==> images/io_placement.png <==
Pins as bars across the die edge, other pins in gray.
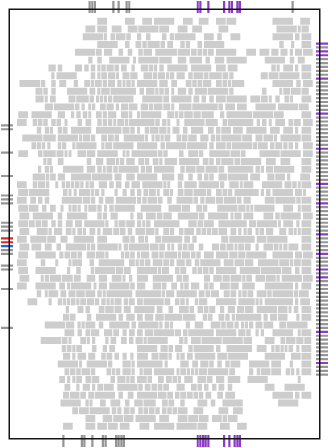
==> images/wires.png <==
Scale bar: 20 microns.
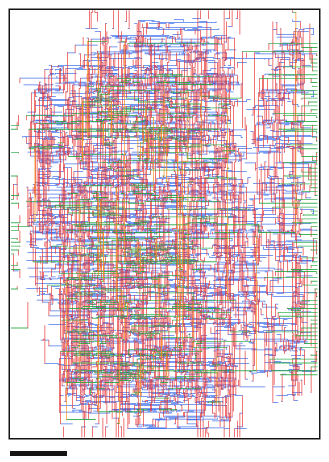
`src/rtl/dma_ctrl_pkg.sv`:
```
// Shared types and constants for the dma_ctrl bus-master DMA engine.
// Optional byte-mode support is enabled with DMA_BYTE_MODE_EN.
package dma_ctrl_pkg;

   typedef enum logic [2:0] {
      S_IDLE = 3'd0,
      S_ARB  = 3'd1,
      S_RD   = 3'd2,
      S_CAP  = 3'd3,
      S_WR   = 3'd4,
      S_DONE = 3'd5
   } dma_state_t;

   localparam logic [1:0] SEL_SRC  = 2'd0;
   localparam logic [1:0] SEL_DST  = 2'd1;
   localparam logic [1:0] SEL_CNT  = 2'd2;
   localparam logic [1:0] SEL_CTRL = 2'd3;

   localparam int CTRL_EN_BIT   = 0;
   localparam int CTRL_BYTE_BIT = 1;

   localparam logic [31:0] IO_BASE_DEFAULT = 32'h0000_8000;
   localparam logic [31:0] WORD_STRIDE     = 32'd4;
   localparam logic [31:0] BYTE_STRIDE     = 32'd1;

   function automatic logic [31:0] addr_stride(input logic byte_mode);
      return byte_mode ? BYTE_STRIDE : WORD_STRIDE;
   endfunction

endpackage

```
`src/rtl/dma_ctrl_if.sv`:
```
// Shared-bus signals between the DMA master and the CPU/arbiter/peripheral side.
interface dma_ctrl_if;

   logic        bus_req;
   logic        bus_grant;
   logic [31:0] address;
   logic [31:0] writeData;
   logic [31:0] readData;
   logic        Read;
   logic        Write;
   logic        HAL;

   modport master (
      output bus_req, address, writeData, Read, Write, HAL,
      input  bus_grant, readData
   );

   modport slave (
      input  bus_req, address, writeData, Read, Write, HAL,
      output bus_grant, readData
   );

endinterface

```
`src/rtl/dma_ctrl_regs.sv`:
```
// Configuration registers of dma_ctrl: CPU writes are taken only while idle, and the
// address/count registers step after every completed word. Byte mode under DMA_BYTE_MODE_EN.
module dma_ctrl_regs
   import dma_ctrl_pkg::*;
#(
   parameter logic [31:0] IO_BASE  = IO_BASE_DEFAULT,
   parameter logic [31:0] MEM_BASE = 32'h0,
   parameter int          CNT_W    = 8
) (
   input  logic        clk,
   input  logic        reset,
   input  logic        cfg_we,
   input  logic [1:0]  cfg_sel,
   input  logic [31:0] cfg_wdata,
   input  logic        idle,
   input  logic        advance,
   input  logic        clear_en,
   output logic [31:0] src,
   output logic [31:0] dst,
   output logic [31:0] src_next,
   output logic        has_work,
   output logic        last_word,
   output logic        enable,
   output logic        byte_mode
);

   logic [CNT_W-1:0] count;
   logic [31:0]      stride;
   logic [31:0]      dst_next;

   assign stride    = addr_stride(byte_mode);
   assign src_next  = src + stride;
   assign dst_next  = dst + stride;
   assign has_work  = (count != '0);
   assign last_word = (count == CNT_W'(1));

   // Writes during a transfer are dropped so the copy in flight keeps its programming
   always_ff @(posedge clk) begin
      if (reset) begin
         src    <= IO_BASE;
         dst    <= MEM_BASE;
         count  <= '0;
         enable <= 1'b0;
      end else if (idle && cfg_we) begin
         case (cfg_sel)
            SEL_SRC: src    <= cfg_wdata;
            SEL_DST: dst    <= cfg_wdata;
            SEL_CNT: count  <= cfg_wdata[CNT_W-1:0];
            default: enable <= cfg_wdata[CTRL_EN_BIT];
         endcase
      end else if (advance) begin
         src   <= src_next;
         dst   <= dst_next;
         count <= count - CNT_W'(1);
      end else if (clear_en) begin
         enable <= 1'b0;
      end
   end

`ifdef DMA_BYTE_MODE_EN
   logic byte_reg;

   always_ff @(posedge clk) begin
      if (reset) begin
         byte_reg <= 1'b0;
      end else if (idle && cfg_we && (cfg_sel == SEL_CTRL)) begin
         byte_reg <= cfg_wdata[CTRL_BYTE_BIT];
      end
   end

   assign byte_mode = byte_reg;
`else
   assign byte_mode = 1'b0;
`endif

endmodule

```
`src/rtl/dma_ctrl.sv`:
```
// Bus-master DMA engine: on a peripheral request it arbitrates for the shared bus and
// copies words (or bytes with DMA_BYTE_MODE_EN) from the peripheral window to memory.
module dma_ctrl
   import dma_ctrl_pkg::*;
#(
   parameter logic [31:0] IO_BASE  = IO_BASE_DEFAULT,
   parameter logic [31:0] MEM_BASE = 32'h0,
   parameter int          CNT_W    = 8
) (
   input  logic              clk,
   input  logic              reset,
   input  logic              request_to_dma,
   input  logic              cfg_we,
   input  logic [1:0]        cfg_sel,
   input  logic [31:0]       cfg_wdata,
   dma_ctrl_if.master        bus,
   output logic              busy,
   output logic              dma_done
);

   dma_state_t  state;
   logic [31:0] src;
   logic [31:0] dst;
   logic [31:0] src_next;
   logic        has_work;
   logic        last_word;
   logic        enable;
   logic        byte_mode;

   dma_ctrl_regs #(
      .IO_BASE  (IO_BASE),
      .MEM_BASE (MEM_BASE),
      .CNT_W    (CNT_W)
   ) u_regs (
      .clk       (clk),
      .reset     (reset),
      .cfg_we    (cfg_we),
      .cfg_sel   (cfg_sel),
      .cfg_wdata (cfg_wdata),
      .idle      (state == S_IDLE),
      .advance   (state == S_WR),
      .clear_en  (state == S_DONE),
      .src       (src),
      .dst       (dst),
      .src_next  (src_next),
      .has_work  (has_work),
      .last_word (last_word),
      .enable    (enable),
      .byte_mode (byte_mode)
   );

   // Bus outputs are registered, so each one is set on the edge entering the state that owns it
   always_ff @(posedge clk) begin
      if (reset) begin
         state         <= S_IDLE;
         bus.bus_req   <= 1'b0;
         bus.Read      <= 1'b0;
         bus.Write     <= 1'b0;
         bus.HAL       <= 1'b0;
         bus.address   <= 32'h0;
         bus.writeData <= 32'h0;
         busy          <= 1'b0;
         dma_done      <= 1'b0;
      end else begin
         dma_done <= 1'b0;
         case (state)
            S_IDLE: begin
               if (enable && request_to_dma && has_work) begin
                  state       <= S_ARB;
                  bus.bus_req <= 1'b1;
                  busy        <= 1'b1;
               end
            end
            S_ARB: begin
               if (bus.bus_grant) begin
                  state       <= S_RD;
                  bus.Read    <= 1'b1;
                  bus.address <= src;
                  bus.HAL     <= byte_mode;
               end
            end
            S_RD: begin
               state    <= S_CAP;
               bus.Read <= 1'b0;
               bus.HAL  <= 1'b0;
            end
            // readData arrives one cycle after the read strobe; writeData doubles as the buffer
            S_CAP: begin
               state         <= S_WR;
               bus.Write     <= 1'b1;
               bus.address   <= dst;
               bus.HAL       <= byte_mode;
               bus.writeData <= byte_mode ? {24'h0, bus.readData[7:0]} : bus.readData;
            end
            S_WR: begin
               bus.Write <= 1'b0;
               bus.HAL   <= 1'b0;
               if (last_word) begin
                  state       <= S_DONE;
                  dma_done    <= 1'b1;
                  bus.bus_req <= 1'b0;
                  busy        <= 1'b0;
               end else if (bus.bus_grant) begin
                  state       <= S_RD;
                  bus.Read    <= 1'b1;
                  bus.address <= src_next;
                  bus.HAL     <= byte_mode;
               end else begin
                  state <= S_ARB;
               end
            end
            S_DONE: begin
               state <= S_IDLE;
            end
            default: begin
               state <= S_IDLE;
            end
         endcase
      end
   end

endmodule

```
`src/flat_wrapper.sv`:
```
// flat-port wrapper written by rule: the top's interface ports become plain ports
module dma_ctrl_flat import dma_ctrl_pkg::*;
#(
   parameter logic [31:0] IO_BASE  = IO_BASE_DEFAULT,
   parameter logic [31:0] MEM_BASE = 32'h0,
   parameter int          CNT_W    = 8
)
  (clk, reset, request_to_dma, cfg_we, cfg_sel, cfg_wdata, busy, dma_done, bus_bus_req, bus_address, bus_writeData, bus_Read, bus_Write, bus_HAL, bus_bus_grant, bus_readData);
  dma_ctrl_if bus_i ();
  input  logic clk;
  input  logic reset;
  input  logic request_to_dma;
  input  logic cfg_we;
  input  logic [1:0] cfg_sel;
  input  logic [31:0] cfg_wdata;
  output logic busy;
  output logic dma_done;
  output wire logic [$bits(bus_i.bus_req)-1:0] bus_bus_req;
  output wire logic [$bits(bus_i.address)-1:0] bus_address;
  output wire logic [$bits(bus_i.writeData)-1:0] bus_writeData;
  output wire logic [$bits(bus_i.Read)-1:0] bus_Read;
  output wire logic [$bits(bus_i.Write)-1:0] bus_Write;
  output wire logic [$bits(bus_i.HAL)-1:0] bus_HAL;
  input wire logic [$bits(bus_i.bus_grant)-1:0] bus_bus_grant;
  input wire logic [$bits(bus_i.readData)-1:0] bus_readData;
  assign bus_bus_req = bus_i.bus_req;
  assign bus_address = bus_i.address;
  assign bus_writeData = bus_i.writeData;
  assign bus_Read = bus_i.Read;
  assign bus_Write = bus_i.Write;
  assign bus_HAL = bus_i.HAL;
  assign bus_i.bus_grant = bus_bus_grant;
  assign bus_i.readData = bus_readData;
  dma_ctrl #(.IO_BASE(IO_BASE), .MEM_BASE(MEM_BASE), .CNT_W(CNT_W)) u_core (.clk(clk), .reset(reset), .request_to_dma(request_to_dma), .cfg_we(cfg_we), .cfg_sel(cfg_sel), .cfg_wdata(cfg_wdata), .bus(bus_i), .busy(busy), .dma_done(dma_done));
endmodule
```
`config.mk`:
```
export PLATFORM = sky130hd
export DESIGN_NAME = dma_ctrl_flat
export DESIGN_NICKNAME = d
export VERILOG_FILES = /design/src/rtl/dma_ctrl_pkg.sv /design/src/rtl/dma_ctrl_if.sv /design/src/rtl/dma_ctrl_regs.sv /design/src/rtl/dma_ctrl.sv /design/src/flat_wrapper.sv
export SDC_FILE = /design/constraint.sdc
export NUM_CORES = 1
export LEC_CHECK = 0
export CAP_MARGIN = 30
export CORE_ASPECT_RATIO = 1.4
export CORE_MARGIN = 2
export CORE_UTILIZATION = 59
export CTS_CLUSTER_SIZE = 16
export DETAILED_ROUTE_END_ITERATION = 10
export PLACE_DENSITY = 0.9
export SYNTH_ARGS = -nofsm -noshare
export SYNTH_HDL_FRONTEND = slang
export SYNTH_HIERARCHICAL = 1
export SYNTH_SLANG_ARGS = --single-unit
```
`constraint.sdc`:
```
create_clock -name clk -period 7.5 [get_ports clk]
set_input_delay 1.5 -clock clk [delete_from_list [all_inputs] [get_ports clk]]
set_output_delay 1.5 -clock clk [all_outputs]
set_load 0.02 [all_outputs]
```
==> results.rst <==
Metrics
=======

.. list-table::
   :header-rows: 1

   * - Metric
     - Value
   * - Hold crit path type
     - reg -> reg
   * - Pwr Density
     - 167 mW/mm^2
   * - Library cell with the largest summed area after synthesis
     - sky130_fd_sc_hd__dfxtp_1
   * - Setup TNS Final
     - 0 ns
   * - Tmin final
     - 3.84 ns
   * - CTS tree
     - yes
   * - Largest delay contributor family on the critical path
     - simple AND/OR/NAND/NOR gates
   * - Number of warnings printed during yosys synthesis
     - 6
   * - Dominant logic cell type in the layout
     - sky130_fd_sc_hd__dfxtp_1
   * - Worst-case clock buffer depth
     - 2
   * - Number of primary I/O pins
     - 141
   * - Synth Seq Share
     - 0.326
   * - Total congestion overflow
     - 0
   * - Clock Skew
     - 0.0131 ns
   * - Final tally of hold violations
     - 0
   * - Proportion of layout cells with a drive suffix above 1
     - 0.0766
   * - Total buffers and inverters traversed by the critical path
     - 1
   * - Number of gates resized after CTS
     - 0
   * - Final Max Slew Viols
     - 0
   * - Clk ins delay skew pair
     - ~0.44 ns
   * - Logic pwr share
     - 0.102
   * - Root cell of the clock tree
     - sky130_fd_sc_hd__clkbuf_16
   * - Post-Synthesis Mean Instance Area
     - 7.70 sq um
   * - Largest stage delay on the critical path
     - ~0.9 ns
   * - Cell breakdown of the critical path
     - clkdlybuf4s50_1 -> nand4bb_1 -> nand2_1 -> o21ai_0 -> a22oi_1 -> a31oi_1
   * - Number of flops mapped to enable cells by yosys
     - 0
   * - Antenna violations before repair
     - 1
   * - Input/output buffers
     - around 140
   * - Detail-routed via count per cell
     - 6.85
   * - Seq cells post-synth
     - ~150
   * - Data required, critical path
     - 7.80 ns
   * - Mapped Cells
     - 1,157
   * - Die extent in y
     - 149 microns
   * - Final setup slack of the worst path
     - 3.66 ns
   * - P_sw
     - 505 uW
   * - DRC Markers
     - 0
   * - Largest type area fraction
     - 0.326
   * - Num Clock Sinks
     - 145
   * - Synthesis area per yosys
     - 0.00891 sq mm
   * - Part of the cycle the worst path needs
     - 0.512
   * - Post-synth net total
     - 1,233
   * - Maximum fanout encountered on the critical timing path
     - 27
   * - Critical Path Source Type
     - input pin
   * - Finished Layout Cells
     - 1,433
   * - Leakage
     - ~3.5 nW
   * - Count of antenna-violating nets left after detailed routing
     - 0
   * - Maximum number of pins on one net before global-route repair
     - roughly 130
   * - Violation count after the first detailed-route iteration
     - between 1,500 and 2,000
   * - Global-route wire length before repair
     - between 40 and 50 mm
   * - Number of hold-repair buffers added at the cts stage
     - 0
   * - Layout Utilization
     - 0.723
   * - Fill count
     - ~1,200
   * - Total number of nets in the final design
     - 1,303
   * - Inst Count DP
     - 1,399
   * - Internal Pwr Total
     - 1.30 mW
   * - Worst setup timing slack at the placement stage
     - 3.34 ns
   * - Number of optimization iterations in the first detailed-route pass
     - 6
   * - Cell area after layout
     - 0.0108 sq mm
   * - Most instantiated logic cells after routing
     - sky130_fd_sc_hd__dfxtp_1, sky130_fd_sc_hd__clkdlybuf4s50_1, sky130_fd_sc_hd__nand2_1
   * - Total cells reported by yosys after synthesis
     - 1,157
   * - Asr flop ratio synth
     - 0
   * - Crit Path Class
     - in -> reg
   * - Outcome
     - completed
   * - H-tree levels
     - 4
## Picture notes: io_placement.png
legend:
  red:
    port: `cfg_sel`
    pins: 2
    direction: input
    edge: left
  purple:
    port: `bus_address`
    pins: 32
    direction: output
    edge: 14 right, 10 bottom, 8 top
  blue:
    port: `cfg_we`
    pins: 1
    direction: input
    edge: left

## Picture notes: wires.png
legend:
  green:
    layer: metal 3
    wire_length: 3,240 microns
  red:
    layer: metal 2
    wire_length: 13,000 microns
  blue:
    layer: metal 1
    wire_length: 10,600 microns
  orange:
    layer: metal 4
    wire_length: 1,230 microns

power groups by stage:
stage	Clock [mW]	Combinational [mW]	Sequential, mW
after floorplan	0	0.112	0.825
after global placement	0	0.172	0.832
after detailed placement	0	0.177	0.833
after CTS	0.809	0.178	0.816
after global routing	0.842	0.197	0.820
final	0.805	0.184	0.818
worst reg2reg max path, stage by stage, from the launching register on:
cell and delay (ns):
sky130_fd_sc_hd__dfxtp_1 0.30, sky130_fd_sc_hd__buf_4 0.27, sky130_fd_sc_hd__or2_1 0.30, sky130_fd_sc_hd__nor2_1 0.78, sky130_fd_sc_hd__nand4bb_1 0.60, sky130_fd_sc_hd__nand2_1 0.90, sky130_fd_sc_hd__o21ai_0 0.22, sky130_fd_sc_hd__a22oi_1 0.22
sky130_fd_sc_hd__a31oi_1 0.12
logic make-up after synthesis:
logic type / count (synthesis) / synth area share
and+or+nand+nor: 469 / 0.273
muxes: 11 / 0.0128
xor gates and xnor gates: 28 / 0.0275
AOI/OAI and AO/OA: 373 / 0.286
buffers and inverters: 125 / 0.0677
adders and majority gates: 5 / 0.00702
other: 1 / 0.000421
DFF: 145 / 0.326
final timing paths:
path | start | endpoint | slack [ns] | cells past startpoint
hold reg to reg | u_core/bus.writeData[8]$_SDFFE_PP0N_ | u_core/bus.writeData[8]$_SDFFE_PP0N_ | 0.45 | 2
hold / removal | u_core/bus.writeData[8]$_SDFFE_PP0N_ | u_core/bus.writeData[8]$_SDFFE_PP0N_ | 0.45 | 2
setup reg to reg | u_core/state[0]$_SDFFE_PP0P_ | u_core/u_regs/src[29]$_SDFFE_PP0N_ | 3.67 | 8
setup / recovery | cfg_we | u_core/u_regs/src[29]$_SDFFE_PP0N_ | 3.66 | 6
cells in the mapped netlist (all sizes together) (8+ instances only):
| cell type | n |
|---|---|
| nor2b | 37 |
| dfxtp | 145 |
| o31ai | 10 |
| clkbuf | 49 |
| xor2 | 9 |
| buf | 57 |
| mux2i | 8 |
| and3 | 11 |
| o22ai | 43 |
| or3 | 9 |
| a22oi | 13 |
| nand4 | 21 |
| o21ai | 75 |
| and2 | 8 |
| a211oi | 14 |
| nand3 | 40 |
| inv | 19 |
| a32o | 34 |
| a31oi | 12 |
| nand3b | 26 |
| nor3 | 86 |
| nand2 | 132 |
| nor4 | 11 |
| nor2 | 62 |
| a21oi | 112 |
| xnor2 | 19 |
through the flow:
stage / hold WS, ns / total power [mW]
floorplan: 0.436 / 0.937
global placement: 0.437 / 1.00
detailed placement: 0.443 / 1.01
CTS: 0.452 / 1.80
global route: 0.472 / 1.86
finish: 0.451 / 1.81
cell type report:
type | count | area (sq um) | share of cell area
Clock inverter | 15 | 125 | 0.0116
Antenna cell | 1 | 2.50 | 0.000232
Inverter | 19 | 71.3 | 0.00661
Sequential cell | 145 | 2910 | 0.269
Timing Repair Buffer | 157 | 1590 | 0.147
Tap cell | 192 | 240 | 0.0223
Multi-Input combinational cell | 887 | 5430 | 0.503
Clock buffer | 17 | 425 | 0.0394
routing by layer:
metal	routed length [microns]	share of wire	vias to the layer above	track usage
li1	-	-	4450	-
met1	10600	0.38	4549	0.427
met2	13000	0.46	697	0.547
met3	3240	0.12	125	0.0780
met4	1230	0.044	0	0.148
met5	0	0	-	0
Power figures rest on the tool's default switching activity, not on a simulated workload.
